==> config.mk <==
export PLATFORM = sky130hd
export DESIGN_NAME = rs_decoder_10_8_flat
export DESIGN_NICKNAME = d
export VERILOG_FILES = /design/src/rtl/rs_decoder_10_8_if.sv /design/src/rtl/rs_decoder_10_8.sv /design/src/flat_wrapper.sv
export SDC_FILE = /design/constraint.sdc
export NUM_CORES = 1
export LEC_CHECK = 0
export CORE_UTILIZATION = 42
export CTS_BUF_LIST = sky130_fd_sc_hd__clkbuf_8
export DETAILED_ROUTE_END_ITERATION = 8
export GPL_TIMING_DRIVEN = 0
export PLACE_DENSITY = 0.61
export SETUP_SLACK_MARGIN = 0.02
export SYNTH_ARGS = -nofsm -noshare
export SYNTH_HDL_FRONTEND = slang
export SYNTH_SLANG_ARGS = --single-unit
==> constraint.sdc <==
create_clock -name clk -period 3.4 [get_ports clk]
set_input_delay 0.68 -clock clk [delete_from_list [all_inputs] [get_ports clk]]
set_output_delay 0.68 -clock clk [all_outputs]
set_load 0.05 [all_outputs]
### Signal wires on met2, run 1

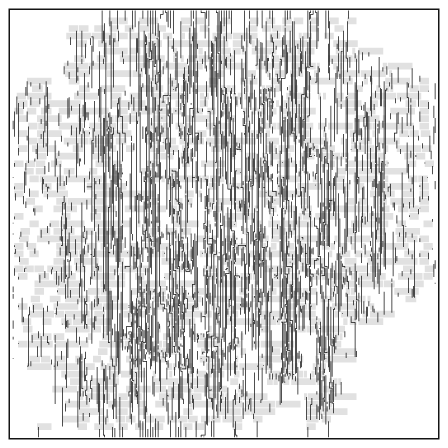
1032 nets have wire on it. The layer holds 44% of the routed length. The wires run mostly vertical. The layer carries 13500 um of wire. The longest straight run is 89.8 um.
met2 Track Usage GR: 39.4%
DR vias: 7971
Routed WL: 30500 um

### Selected gate families, run 1

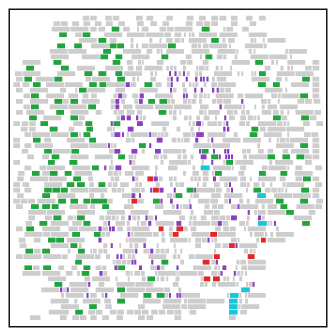
Red is non-inverting ao/oa cells, cells 14, most used a221o_1. Purple is nand cells, cells 124, most used nand2_1. Green is mux cells, cells 137, most used mux2_2, where widely spread. Cyan is fa/ha/maj cells, cells 8, most used ha_1.
combinational share of cell area: 39.1%
Top cell excl fill/tap: dfrtp_1
Finished Layout Cells: 1440

### M3 wires, run 1

The bar under the picture is 50 um long.
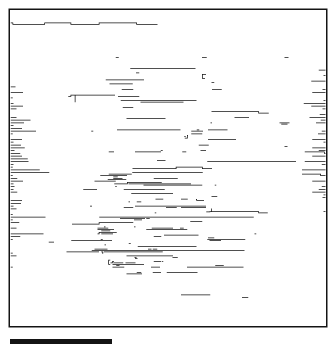
The wires run mostly horizontal. The layer carries 1760 um of wire. 172 nets have wire on it. The layer holds 5.8% of the routed length. The longest straight run is 75.4 um.
met3 usage: 4.09%

==> Changelog: implementation, run 1 <==
### Changed

- Outcome: finished, final reports clean
- Die width: between 150 and 200 um
- CTS tree: built
- Fin crit share: 89.4%
- Final Hold Violation Tally: 0
- Simple Share, Synth: 14.7%
- Initial antenna violation count: 0
- Slew HR: 46.6%
- RSZ-0062 raised after global routing: no
- Setup ws final: 360 ps
- Asr flop ratio synth: 100%
- P_clk: 1.50 mW
- Layout clock buffer count: 17
- Largest Pwr Group: combinational cells
- Largest cell class by area: multi-input combinational cells
- IO Count: 156
- Number of enable flip-flop cells: 0
- Most frequent CP cell: clkbuf_1
- Fp_density: 43.1%
- Clk sink count: 187
- Sw frac: roughly 49%
- Seq cells post-synth: approximately 190
- Worst-path fanout max: 10
- Insertion Delay late pin: 490 ps
- Total power: about 13 mW
- Cell count in the Yosys report: 940
- Clock share of power: about 11%
- XOR-XNOR Cells, Area Fraction: 6.69%
- Non-clock buffers: ~220
- Post-Syn Instances: 940
- Fraction of layout cells with a size suffix above 1: 14.7%
- Hold_buf cts: 0
- Clock Path Buffers: 2
- Top cells by count: 187 x dfrtp_1, 92 x mux2_2, 85 x nand2_1
- Crit path largest cell delay: 630 ps
- Area growth syn-to-layout: 24.0%
- Seq pwr: approximately 4.4 mW
- Wire per inst: approximately 21 um
- Type of destination of the critical path: flop
- Reg2reg setup slack: 360 ps
- Top FF cell, synth: dfrtp_1
- Largest net degree at the start of global routing: 96
- Dpl ws: -104 ps
- Worst path cell trace: inv_1, ha_1, and2_1, clkbuf_1, clkbuf_1, clkbuf_1, mux2_2
- Static Leak: 4.81 nW
- IR Drop Worst-Case VDD: around 0.47 mV
- Die span in y: 155 um
- Internal power: roughly 6.8 mW
- Max frequency: 329 MHz
- Post-synthesis mux area share: 15.3%
- CP max-delay cell: clkbuf_1
- Most numerous logic cells after layout: 187 x dfrtp_1, 154 x clkdlybuf4s50_1, 92 x mux2_2, 85 x nand2_1, 60 x a21oi_1
- Arrival time worst endpoint: 3410 ps
- Placed cells: ~1400
- CP Depth: 7
- Via density: 5.54
- Post-route setup TNS: 0 ps
- Yosys chip area: 9820 um^2
- Tmin final: 3040 ps
- Comb pwr share: a little under three fifths
- Post-DP HPWL: approximately 23000 um
- Detail Route Antenna Nets: 0
- Reg clk slew, reported paths: between 100 and 150 ps
- Top non-seq family: multiplexers
- Distinct cells, synth: 59
- Post-CTS Setup Repair Bufs: 0
- H-tree Lvls: 4
- Critical path class: reg2reg
- CTS resizes: 0
- Detailed Route Iter0 Violations: 547
- Synth area leaders: dfrtp_1 48%, mux2_2 11%, xnor2_1 5.1%
- Vias in the first global route: 7789
- Nets@finish: 1206
- CP top delay family: buffers and inverters
- Area leader share: 47.6%
- First-pass GRT wire length: approximately 47000 um
- Hold WC Path Type: in2async
- Count of non-CTS inverters in the layout: 23
- Synth Seq Share: ~48%
- Flop share of the area: 38.4%
- Core area: 22800 um^2
- Initial DRT Pass Iterations: 5
==> inputs of run 2 (changes only) <==
- SKIP_CTS_REPAIR_TIMING: not set -> 1
### Selected gate families, run 2

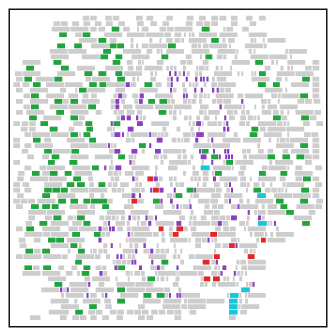
Green is mux cells, cells 137, most used mux2_2, where widely spread. Purple is nand cells, cells 124, most used nand2_1. Red is non-inverting ao/oa cells, cells 14, most used a221o_1. Cyan is fa/ha/maj cells, cells 8, most used ha_1.

==> Changelog: implementation, run 2 <==
### Changed

- Top non-seq family: multiplexers (unchanged)
- Final Hold Violation Tally: 0 (unchanged)
- Synth area leaders: dfrtp_1 48%, mux2_2 11%, xnor2_1 5.1% (unchanged)
- Internal power: 6.76 mW (unchanged)
- Via density: 5.54 (unchanged)
- Core area: 22800 um^2 (unchanged)
- Top cell excl fill/tap: dfrtp_1 (unchanged)
- Clock share of power: 11.3% (about the same)
- Met3 usage: 4.09% (unchanged)
- Setup ws final: 360 ps (unchanged)
- Initial antenna violation count: 0 (unchanged)
- Largest net degree at the start of global routing: 96 (unchanged)
- Number of enable flip-flop cells: 0 (unchanged)
- IO Count: 156 (unchanged)
- Fin crit share: 89.4% (unchanged)
- Dpl ws: -104 ps (unchanged)
- Critical path class: reg2reg (unchanged)
- Detailed Route Iter0 Violations: 547 (unchanged)
- RSZ-0062 raised after global routing: no (unchanged)
- Die width: 155 um (unchanged)
- Flop share of the area: 38.4% (unchanged)
- Outcome: finished, final reports clean (unchanged)
- Post-synthesis mux area share: 15.3% (unchanged)
- First-pass GRT wire length: 46600 um (unchanged)
- Clk sink count: 187 (unchanged)
- P_clk: 1.50 mW (about the same)
- Distinct cells, synth: 59 (unchanged)
- Type of destination of the critical path: flop (unchanged)
- CTS tree: built (unchanged)
- Count of non-CTS inverters in the layout: 23 (unchanged)
- Detail Route Antenna Nets: 0 (unchanged)
- Clock Path Buffers: 2 (unchanged)
- Seq cells post-synth: 187 (unchanged)
- Met2 Track Usage GR: 39.4% (unchanged)
- Post-route setup TNS: 0 ps (unchanged)
- Synth Seq Share: 47.6% (unchanged)
- Cell count in the Yosys report: 940 (unchanged)
- Post-DP HPWL: 22900 um (unchanged)
- Asr flop ratio synth: 100% (unchanged)
- Initial DRT Pass Iterations: 5 (unchanged)
- Layout clock buffer count: 17 (unchanged)
- CP max-delay cell: clkbuf_1 (unchanged)
Power and IR drop assume default switching activity.
